==> run_1/m1.png <==
Cells faint in the background.
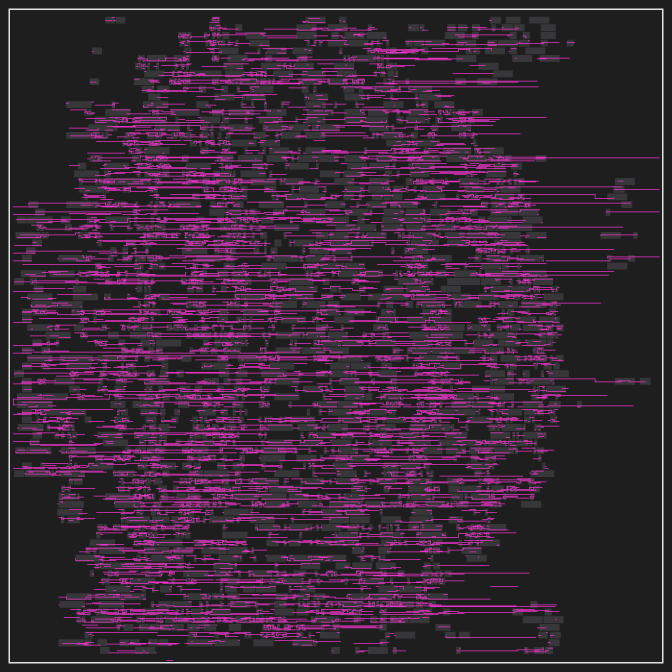
==> run_1/m2.png <==
The bar under the picture is 50 um long.
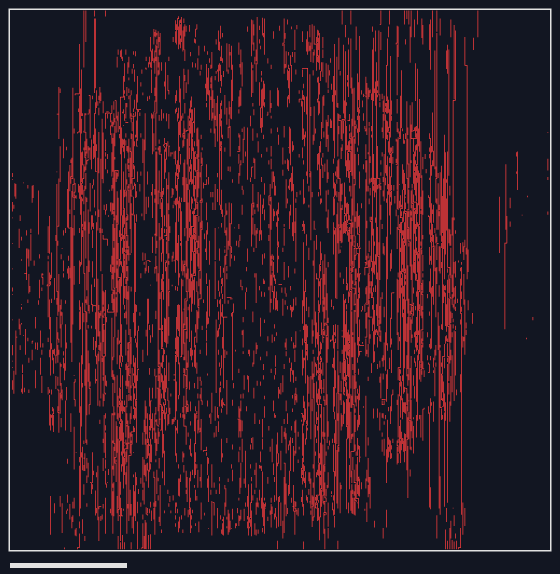
==> run_1/m3.png <==
The bar under the picture is 50 um long.
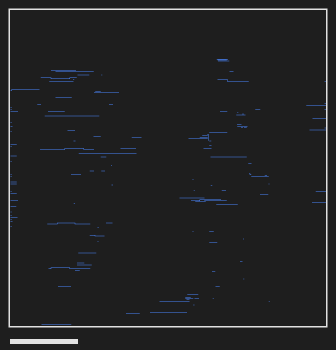
===== src/rtl/m_calc_unit.sv =====
// m_calc_unit: consumes CGES signed operand pairs per cal run and
// accumulates their products; pulses fin with the held result, then
// waits for cal to drop before it can be started again.
module m_calc_unit #(
    parameter int unsigned  CGES = 7,
    parameter int unsigned  DW   = 16,
    localparam int unsigned AW   = 2 * DW + $clog2(CGES)
) (
    input  logic          clk,
    input  logic          reset_n,
    input  logic          cal,
    input  logic          in_valid,
    input  logic [DW-1:0] in_a,
    input  logic [DW-1:0] in_b,
    output logic          in_ready,
    output logic          fin,
    output logic [AW-1:0] result,
    output logic          busy,
    output logic          abort
);

    localparam int unsigned IW = $clog2(CGES + 1);
    localparam int unsigned PW = 2 * DW;

    typedef enum logic [1:0] {
        S_IDLE    = 2'd0,
        S_MAC     = 2'd1,
        S_DONE    = 2'd2,
        S_WAITLOW = 2'd3
    } state_t;

    state_t               state_q;
    state_t               state_d;
    logic signed [AW-1:0] acc_q;
    logic signed [AW-1:0] acc_d;
    logic signed [AW-1:0] result_d;
    logic signed [AW-1:0] acc_sum;
    logic        [IW-1:0] idx_q;
    logic        [IW-1:0] idx_d;
    logic signed [PW-1:0] prod;
    logic                 fin_d;
    logic                 abort_d;
    logic                 busy_d;

    // Full-width signed product; operands widened first so -2^(DW-1)^2 is exact.
    assign prod    = PW'($signed(in_a)) * PW'($signed(in_b));
    assign acc_sum = acc_q + AW'(prod);

    // Ready is a live view of cal while accumulating, so a dropping cal blocks the pair.
    assign in_ready = (state_q == S_MAC) && cal;

    // Next-state and next-output logic.
    always_comb begin
        state_d  = state_q;
        acc_d    = acc_q;
        idx_d    = idx_q;
        result_d = result;
        fin_d    = 1'b0;
        abort_d  = 1'b0;

        case (state_q)
            S_IDLE: begin
                if (cal) begin
                    state_d  = S_MAC;
                    acc_d    = '0;
                    idx_d    = '0;
                    result_d = '0;
                end
            end
            S_MAC: begin
                if (!cal) begin
                    state_d = S_IDLE;
                    acc_d   = '0;
                    idx_d   = '0;
                    abort_d = 1'b1;
                end else if (in_valid) begin
                    acc_d = acc_sum;
                    idx_d = idx_q + IW'(1);
                    if (idx_q == IW'(CGES - 1)) begin
                        state_d  = S_DONE;
                        fin_d    = 1'b1;
                        result_d = acc_sum;
                    end
                end
            end
            S_DONE: begin
                state_d = S_WAITLOW;
            end
            S_WAITLOW: begin
                if (!cal) begin
                    state_d = S_IDLE;
                end
            end
            default: begin
                state_d = S_IDLE;
            end
        endcase

        busy_d = (state_d == S_MAC) || (state_d == S_DONE);
    end

    // State and registered outputs.
    always_ff @(posedge clk or negedge reset_n) begin
        if (!reset_n) begin
            state_q <= S_IDLE;
            acc_q   <= '0;
            idx_q   <= '0;
            result  <= '0;
            fin     <= 1'b0;
            abort   <= 1'b0;
            busy    <= 1'b0;
        end else begin
            state_q <= state_d;
            acc_q   <= acc_d;
            idx_q   <= idx_d;
            result  <= result_d;
            fin     <= fin_d;
            abort   <= abort_d;
            busy    <= busy_d;
        end
    end

endmodule


===== config.mk =====
export PLATFORM = sky130hd
export DESIGN_NAME = m_calc_unit
export DESIGN_NICKNAME = d
export VERILOG_FILES = /design/src/rtl/m_calc_unit.sv
export SDC_FILE = /design/constraint.sdc
export NUM_CORES = 1
export LEC_CHECK = 0
export ABC_AREA = 1
export CAP_MARGIN = 25
export CORE_UTILIZATION = 30
export CTS_BUF_LIST = sky130_fd_sc_hd__clkbuf_8 sky130_fd_sc_hd__clkbuf_16
export DETAILED_ROUTE_END_ITERATION = 16
export MAX_ROUTING_LAYER = met4
export PLACE_DENSITY_LB_ADDON = 0.2
export SETUP_SLACK_MARGIN = 0.15
export SLEW_MARGIN = 15
export SYNTH_ARGS = -nofsm -noshare
export SYNTH_HDL_FRONTEND = slang
export SYNTH_SLANG_ARGS = --single-unit
export TNS_END_PERCENT = 10

===== constraint.sdc =====
create_clock -name clk -period 5.05 [get_ports clk]
set_input_delay 1.01 -clock clk [delete_from_list [all_inputs] [get_ports clk]]
set_output_delay 1.01 -clock clk [all_outputs]
set_load 0.03 [all_outputs]

==> reports/metrics.yaml, run 1 <==
timing:
  setup_viol: 56
  hold_violations: 0
  fin_worst_skew_ns: 0.01351
  fmax_ghz: 0.1674
  slew_violations: 0
  slew_headroom: 0.4056
  fin_ws_ns: -0.9244
cells_and_area:
  area_delta_synth_final_pct: 34.12
  inverters: 596
  clock_tree_area_fraction: 0.01356
  logic_area_um2: 12250
  design.seq.count: 78
  fill_cells: 5299
  seq_share: 0.09276
  reg.largest.list: "acc_q (35), result (35), idx_q (3)"
  num-nonclk-buffers: 350
  final_layout_top_logic_cell: "inv_1"
  nets: 2753
  regArea_um2: 1952
  sh_comb_area: 0.5823
place:
  pre_cts_ws_ns: -2.041
  hpwlAfterDp_um: 37790
  portBuffers: 74
  dp_cells: 2877
  globalplace.congestion: 0.8888
  place_area_um2: 18690
logic_synthesis:
  fp_nets: 2471
  ys_chip_area_um2: 15690
  logic_family: "adder cells"
  flop_cell: "dfrtp_1"
  most_common_cell: "inv_1"
  muxShareOfSynthArea: 0
  ys_ff: 78
  yosysTopAreaCellShare: 0.3956
  synthDistinctLibCells: 33
  synthAdderAreaFrac: 0.4801
  yosys_cells: 2019
  synth.yosys.warnings: 0
critical_path:
  worstReg2RegEnd: "result[17]$_DFFE_PN0P_"
  regToRegSetupSlack_ns: 0.37
  critical-path-top-delay-family: "adder cells"
  crit_type: "in -> reg"
  crit_start: "in_a[15]"
  crit_buf_inv: 10
  cp.depth: 27
  crit_path_end: "result[30]$_DFFE_PN0P_"
  critPathArrivalTime_ns: 6.21
  critPathSlowestCell: "fa_2"
  r2r_cells: 20
  cp-start-kind: "input port"
route:
  drcViolationCount: 0
  met2_length_um: 22820
  top_layer: "met4"
  wl_met3_um: 945
  wl_met1_um: 21900
  ant_nets: 0
cts:
  cts_buffers: 9
  htree_levels: 3
  cts_resized: 304
  clk_latency_ns: 0.36
worst_hold_path:
  hold_depth: 2
  hp-start: "result[22]$_DFFE_PN0P_"
  min-delay-path-class: "reg -> reg"
  holdPathEnd: "result[22]$_DFFE_PN0P_"
flow_run:
  drv_cap: 0
run_status:
  status: "finished with violations"
  violations: "negative setup slack"
die:
  die_w_um: 230.7
  ioPinCount: 75
  taps: 680
  initCoreUtil: 0.3046
-- m1.png (at the start) --
wire length on this layer: 21.9 mm
share of all routed wire: 47%
nets with wire on the layer: 2585
Post-Route WL: 46740 um
M1 GR Usage: 0.2575

-- m2.png (at the start) --
longest straight run: 92.5 um
nets with wire on the layer: 2245
share of all routed wire: 49%
via count: 13030
met2 Track Usage GR: 0.3283

-- m3.png (at the start) --
wire length on this layer: 945 um
longest straight run: 41.9 um
share of all routed wire: 2.0%
nets with wire on the layer: 97
met3 Resource Use GR: 0.01272

==> run 2: changes to the inputs <==
--- a/config.mk
+++ b/config.mk
@@ -7,6 +7,7 @@
 export LEC_CHECK = 0
 export ABC_AREA = 1
 export CAP_MARGIN = 25
+export CORE_MARGIN = 2
 export CORE_UTILIZATION = 30
 export CTS_BUF_LIST = sky130_fd_sc_hd__clkbuf_8 sky130_fd_sc_hd__clkbuf_16
 export DETAILED_ROUTE_END_ITERATION = 16
==> constraint.sdc (replaced) <==
create_clock -name clk -period 6.9 [get_ports clk]
set_input_delay 1.38 -clock clk [delete_from_list [all_inputs] [get_ports clk]]
set_output_delay 1.38 -clock clk [all_outputs]
set_load 0.03 [all_outputs]
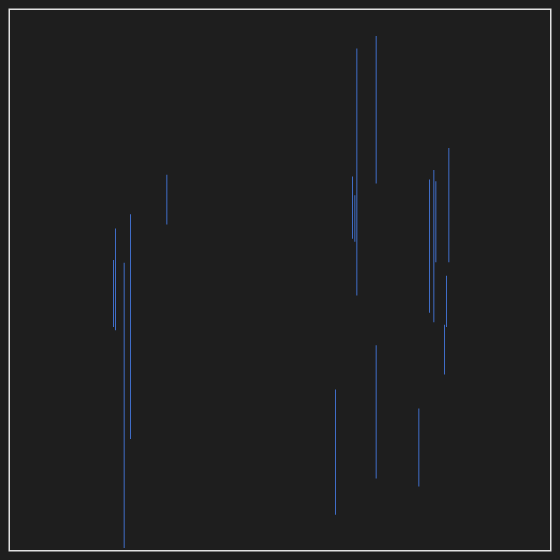
(run_2/m4.png)
share of all routed wire: 2.0%
main direction: vertical
longest straight run: 123 um
via count: 12640
Post-Route WL: 45410 um

==> run 2 against run 1 <==
The flow now finishes without violations. Via count fell by 3.0%. First-iteration DRC count rose by 15%. Sequential cell count did not move. Worst hold slack got worse by 0.0021 ns. Register-to-register slack improved by 1.9 ns. Critical path depth fell by 1.
==> reports/metrics.yaml, run 2 <==
critical_path:
  critPathSlowestCell: "fa_2"  # unchanged
  critPathArrivalTime_ns: 6.79  # was 6.21 ns
  critPathMaxStageDelay_ns: 0.57  # was 0.62 ns
  cp.depth: 26  # was 27
  worstPathRequired_ns: 7.14  # was 5.29 ns
  crit_start: "in_b[1]"  # was in_a[15]
  crit_type: "in -> reg"  # unchanged
  crit_buf_inv: 9  # was 10
  cp-start-kind: "input port"  # unchanged
  r2r_cells: 19  # was 20
  critical-path-top-delay-family: "adder cells"  # unchanged
  worstReg2RegEnd: "result[34]$_DFFE_PN0P_"  # was result[17]$_DFFE_PN0P_
  worstPathMaxFanout: 7  # was 4
  regToRegSetupSlack_ns: 2.22  # was 0.37 ns
  crit_path_end: "result[34]$_DFFE_PN0P_"  # was result[30]$_DFFE_PN0P_
die:
  die-area_um2: 54140  # was 53220 um2
  die_w_um: 232.7  # was 230.7 um
  taps: 680  # unchanged
  ioPinCount: 75  # unchanged
  initCoreUtil: 0.3046  # unchanged
  die_h_um: 232.7  # was 230.7 um
cts:
  cts_buffers: 9  # unchanged
  htree_levels: 3  # unchanged
  cts_resized: 28  # was 304
  clk_latency_ns: 0.36  # about the same
timing:
  hold_violations: 0  # unchanged
  setup_viol: 0  # was 56
  min_period_ns: 6.556
  slew_violations: 0  # unchanged
  fin_worst_skew_ns: 0.01023  # was 0.01351 ns
  fin_crit_sh: 0.9501
  fin_ws_ns: 0.3442  # was -0.9244 ns
  slew_headroom: 0.4570  # was 0.4056
  fmax_ghz: 0.1525
run_status:
  status: "completed"  # was finished with violations
route:
  top_layer: "met4"  # unchanged
  firstDrtPassIters: 5  # unchanged
  ant_nets: 0  # unchanged
  drcViolationCount: 0  # unchanged
  wl_met1_um: 21800  # was 21900 um
  wl_met3_um: 911  # was 945 um
  met2_length_um: 21780  # was 22820 um
  vias_per_cell: 4.362  # was 4.363
logic_synthesis:
  logic_family: "adder cells"  # unchanged
  synth.avg_cell_area_um2: 7.771  # unchanged
  most_common_cell: "inv_1"  # unchanged
  synthDistinctLibCells: 33  # unchanged
  synthAdderAreaFrac: 0.4801  # unchanged
  muxShareOfSynthArea: 0  # unchanged
  yosys_cells: 2019  # unchanged
  yosysTopAreaCellShare: 0.3956  # unchanged
  synth-edff-count: 0  # unchanged
  ys_seq_share: 0.1244  # unchanged
  synth.yosys.warnings: 0  # unchanged
  ys_chip_area_um2: 15690  # unchanged
  fp_nets: 2471  # unchanged
  ys_ff: 78  # unchanged
  synth_area_um2: 15690  # unchanged
  flop_cell: "dfrtp_1"  # unchanged
flow_run:
  drv_cap: 0  # unchanged
  tool_warnings: 29  # was 30
global_route:
  globalRouteMet1Util: 0.2439  # was 0.2575
  use_met3: 0.01103  # was 0.01272
  use_met2: 0.2853  # was 0.3283
  grt-ovfl-total: 0  # unchanged
place:
  place_area_um2: 18350  # was 18690 um2
  portBuffers: 74  # unchanged
  dp_cells: 2847  # was 2877
  globalplace.congestion: 0.8644  # was 0.8888
  pre_cts_ws_ns: -0.4042  # was -2.041 ns
  hpwlAfterDp_um: 37520  # was 37790 um
cells_and_area:
  inverters: 596  # unchanged
  final_core_util: 0.3831  # was 0.4085
  clock_tree_area_fraction: 0.01604  # was 0.01356
  regArea_um2: 1952  # unchanged
  sh_comb_area: 0.5928  # was 0.5823
  logic_area_um2: 11700  # was 12250 um2
  nets: 2664  # was 2753
  reg.largest.list: "acc_q (35), result (35), idx_q (3)"  # unchanged
  num-nonclk-buffers: 261  # was 350
  design.seq.count: 78  # unchanged
  seq_share: 0.09890  # was 0.09276
  area_delta_synth_final_pct: 25.79  # was 34.12%
  final_layout_top_logic_cell: "inv_1"  # unchanged
  fill_cells: 5376  # was 5299
worst_hold_path:
  hold_depth: 2  # unchanged
  hp-start: "result[34]$_DFFE_PN0P_"  # was result[22]$_DFFE_PN0P_
  holdPathEnd: "result[34]$_DFFE_PN0P_"  # was result[22]$_DFFE_PN0P_
  min-delay-path-class: "reg -> reg"  # unchanged
==> run 3: changes to the inputs <==
--- a/config.mk
+++ b/config.mk
@@ -8,7 +8,7 @@
 export ABC_AREA = 1
 export CAP_MARGIN = 25
 export CORE_MARGIN = 2
-export CORE_UTILIZATION = 30
+export CORE_UTILIZATION = 60
 export CTS_BUF_LIST = sky130_fd_sc_hd__clkbuf_8 sky130_fd_sc_hd__clkbuf_16
 export DETAILED_ROUTE_END_ITERATION = 16
 export MAX_ROUTING_LAYER = met4
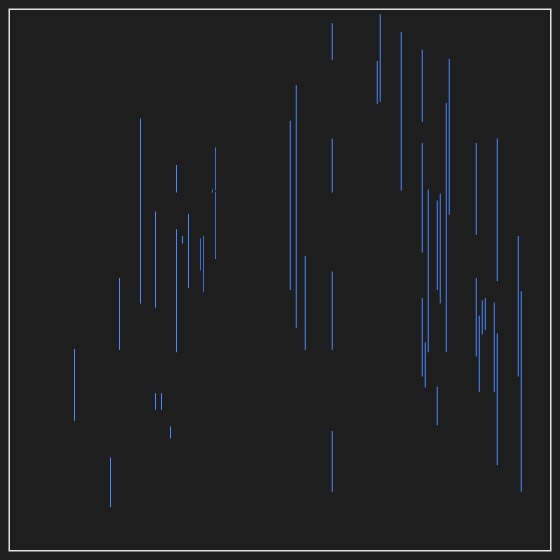
(run_3/m4.png)
longest straight run: 76.2 um
wire length on this layer: 1250 um
via count: 13270
Post-Route WL: 42000 um

==> run 3 against run 2 <==
Synthesized area unchanged. Sequential share of layout area is 0.27 points higher. Die area shrank 49%. Setup slack worse by 0.089 ns. Critical endpoint is now acc_q[16]$_DFFE_PN0P_. Sequential cell count did not move. Worst hold slack improved by 0.00076 ns. Routed wire length fell by 7.5%. Synthesized cell count stayed put. Critical path type unchanged. Count of clock-buffer cells in the layout unchanged. Cell count down 12%.
==> reports/metrics.yaml, run 3 <==
run_status:
  status: "completed"  # unchanged
timing:
  fin_worst_skew_ns: 0.01026  # was 0.01023 ns
  fmax_ghz: 0.1505  # was 0.1525 GHz
  rsz0062_at_grt: "true"  # unchanged
  setup_viol: 0  # unchanged
  slew_headroom: 0.4811  # was 0.4570
  fin_crit_sh: 0.9630  # was 0.9501
  slew_violations: 0  # unchanged
  fin_ws_ns: 0.2552  # was 0.3442 ns
  min_period_ns: 6.645  # was 6.556 ns
route:
  wl_met3_um: 2611  # was 911 um
  top_layer: "met4"  # unchanged
  firstDrtPassIters: 6  # was 5
  wl_met1_um: 18090  # was 21800 um
  ant_nets: 0  # unchanged
  drcViolationCount: 0  # unchanged
  vias_per_cell: 5.223  # was 4.362
  met2_length_um: 20050  # was 21780 um
logic_synthesis:
  synth.avg_cell_area_um2: 7.771  # unchanged
  synth.yosys.warnings: 0  # unchanged
  most_common_cell: "inv_1"  # unchanged
  synthDistinctLibCells: 33  # unchanged
  yosys_cells: 2019  # unchanged
  synth_area_um2: 15690  # unchanged
  yosysTopAreaCellShare: 0.3956  # unchanged
  flop_cell: "dfrtp_1"  # unchanged
  ys_seq_share: 0.1244  # unchanged
  logic_family: "adder cells"  # unchanged
  muxShareOfSynthArea: 0  # unchanged
  fp_nets: 2471  # unchanged
  ys_ff: 78  # unchanged
  synth-edff-count: 0  # unchanged
  ys_chip_area_um2: 15690  # unchanged
place:
  dp_cells: 2482  # was 2847
  pre_cts_ws_ns: -0.4065  # was -0.4042 ns
  hpwlAfterDp_um: 33300  # was 37520 um
  portBuffers: 74  # unchanged
  globalplace.congestion: 0.9784  # was 0.8644
global_route:
  top_usage_layer: "met2"  # unchanged
  use_met3: 0.03560  # was 0.01103
  globalRouteMet1Util: 0.4440  # was 0.2439
  use_met2: 0.4956  # was 0.2853
  grt-ovfl-total: 0  # unchanged
flow_run:
  drv_cap: 0  # unchanged
  tool_warnings: 29  # unchanged
critical_path:
  path_cells: "clkdlybuf4s50_1 > buf_12 > nand2_1 > inv_1 > fa_1 > inv_1 > fa_1 > inv_1 > fa_1 > fa_2 > fa_1 > inv_1 > fa_1 > inv_1 > ha_4 > nand2_2 > inv_2 > nand2_2 > inv_1 > a21oi_2 > buf_4 > nand2_4 > o21ai_1 > o21ai_1"
  crit_type: "in -> reg"  # unchanged
  cp_common_cell: "inv_1"
  worstPathMaxFanout: 14  # was 7
  critPathSlowestCell: "fa_1"  # was fa_2
  crit_path_end: "acc_q[16]$_DFFE_PN0P_"  # was result[34]$_DFFE_PN0P_
  worstReg2RegEnd: "acc_q[16]$_DFFE_PN0P_"  # was result[34]$_DFFE_PN0P_
  critPathMaxStageDelay_ns: 0.58  # was 0.57 ns
  critPathArrivalTime_ns: 6.85  # was 6.79 ns
  crit_path_end_kind: "flop"  # unchanged
  cp-start-kind: "input port"  # unchanged
  r2r_cells: 19  # unchanged
  crit_buf_inv: 10  # was 9
  regToRegSetupSlack_ns: 2.25  # was 2.22 ns
  cp.depth: 24  # was 26
  worstPathRequired_ns: 7.11  # was 7.14 ns
cells_and_area:
  nets: 2652  # was 2664
  clock_tree_area_fraction: 0.01615  # was 0.01604
  num-nonclk-buffers: 249  # was 261
  buf_share: 0.1305  # was 0.1357
  reg.largest.list: "acc_q (35), result (35), idx_q (3)"  # unchanged
  fill_cells: 1900  # was 5376
  regArea_um2: 1952  # unchanged
  design.seq.count: 78  # unchanged
  area_delta_synth_final_pct: 22.44  # was 25.79%
  sh_comb_area: 0.6131  # was 0.5928
  final_layout_top_logic_cell: "inv_1"  # unchanged
  final_core_util: 0.7435  # was 0.3831
  logic_area_um2: 11780  # was 11700 um2
  seq_share: 0.1016  # was 0.09890
  inverters: 596  # unchanged
worst_hold_path:
  min-delay-path-class: "reg -> reg"  # unchanged
  hp-start: "result[24]$_DFFE_PN0P_"  # was result[34]$_DFFE_PN0P_
  hold_depth: 2  # unchanged
  holdPathEnd: "result[24]$_DFFE_PN0P_"  # was result[34]$_DFFE_PN0P_
cts:
  htree_levels: 3  # unchanged
  cts_buffers: 9  # unchanged
  clk_latency_ns: 0.35  # was 0.36 ns
  cts_resized: 19  # was 28
die:
  initCoreUtil: 0.6072  # was 0.3046
  ioPinCount: 75  # unchanged
  die_w_um: 165.7  # was 232.7 um
  die_h_um: 165.7  # was 232.7 um
  taps: 335  # was 680
  die-area_um2: 27460  # was 54140 um2
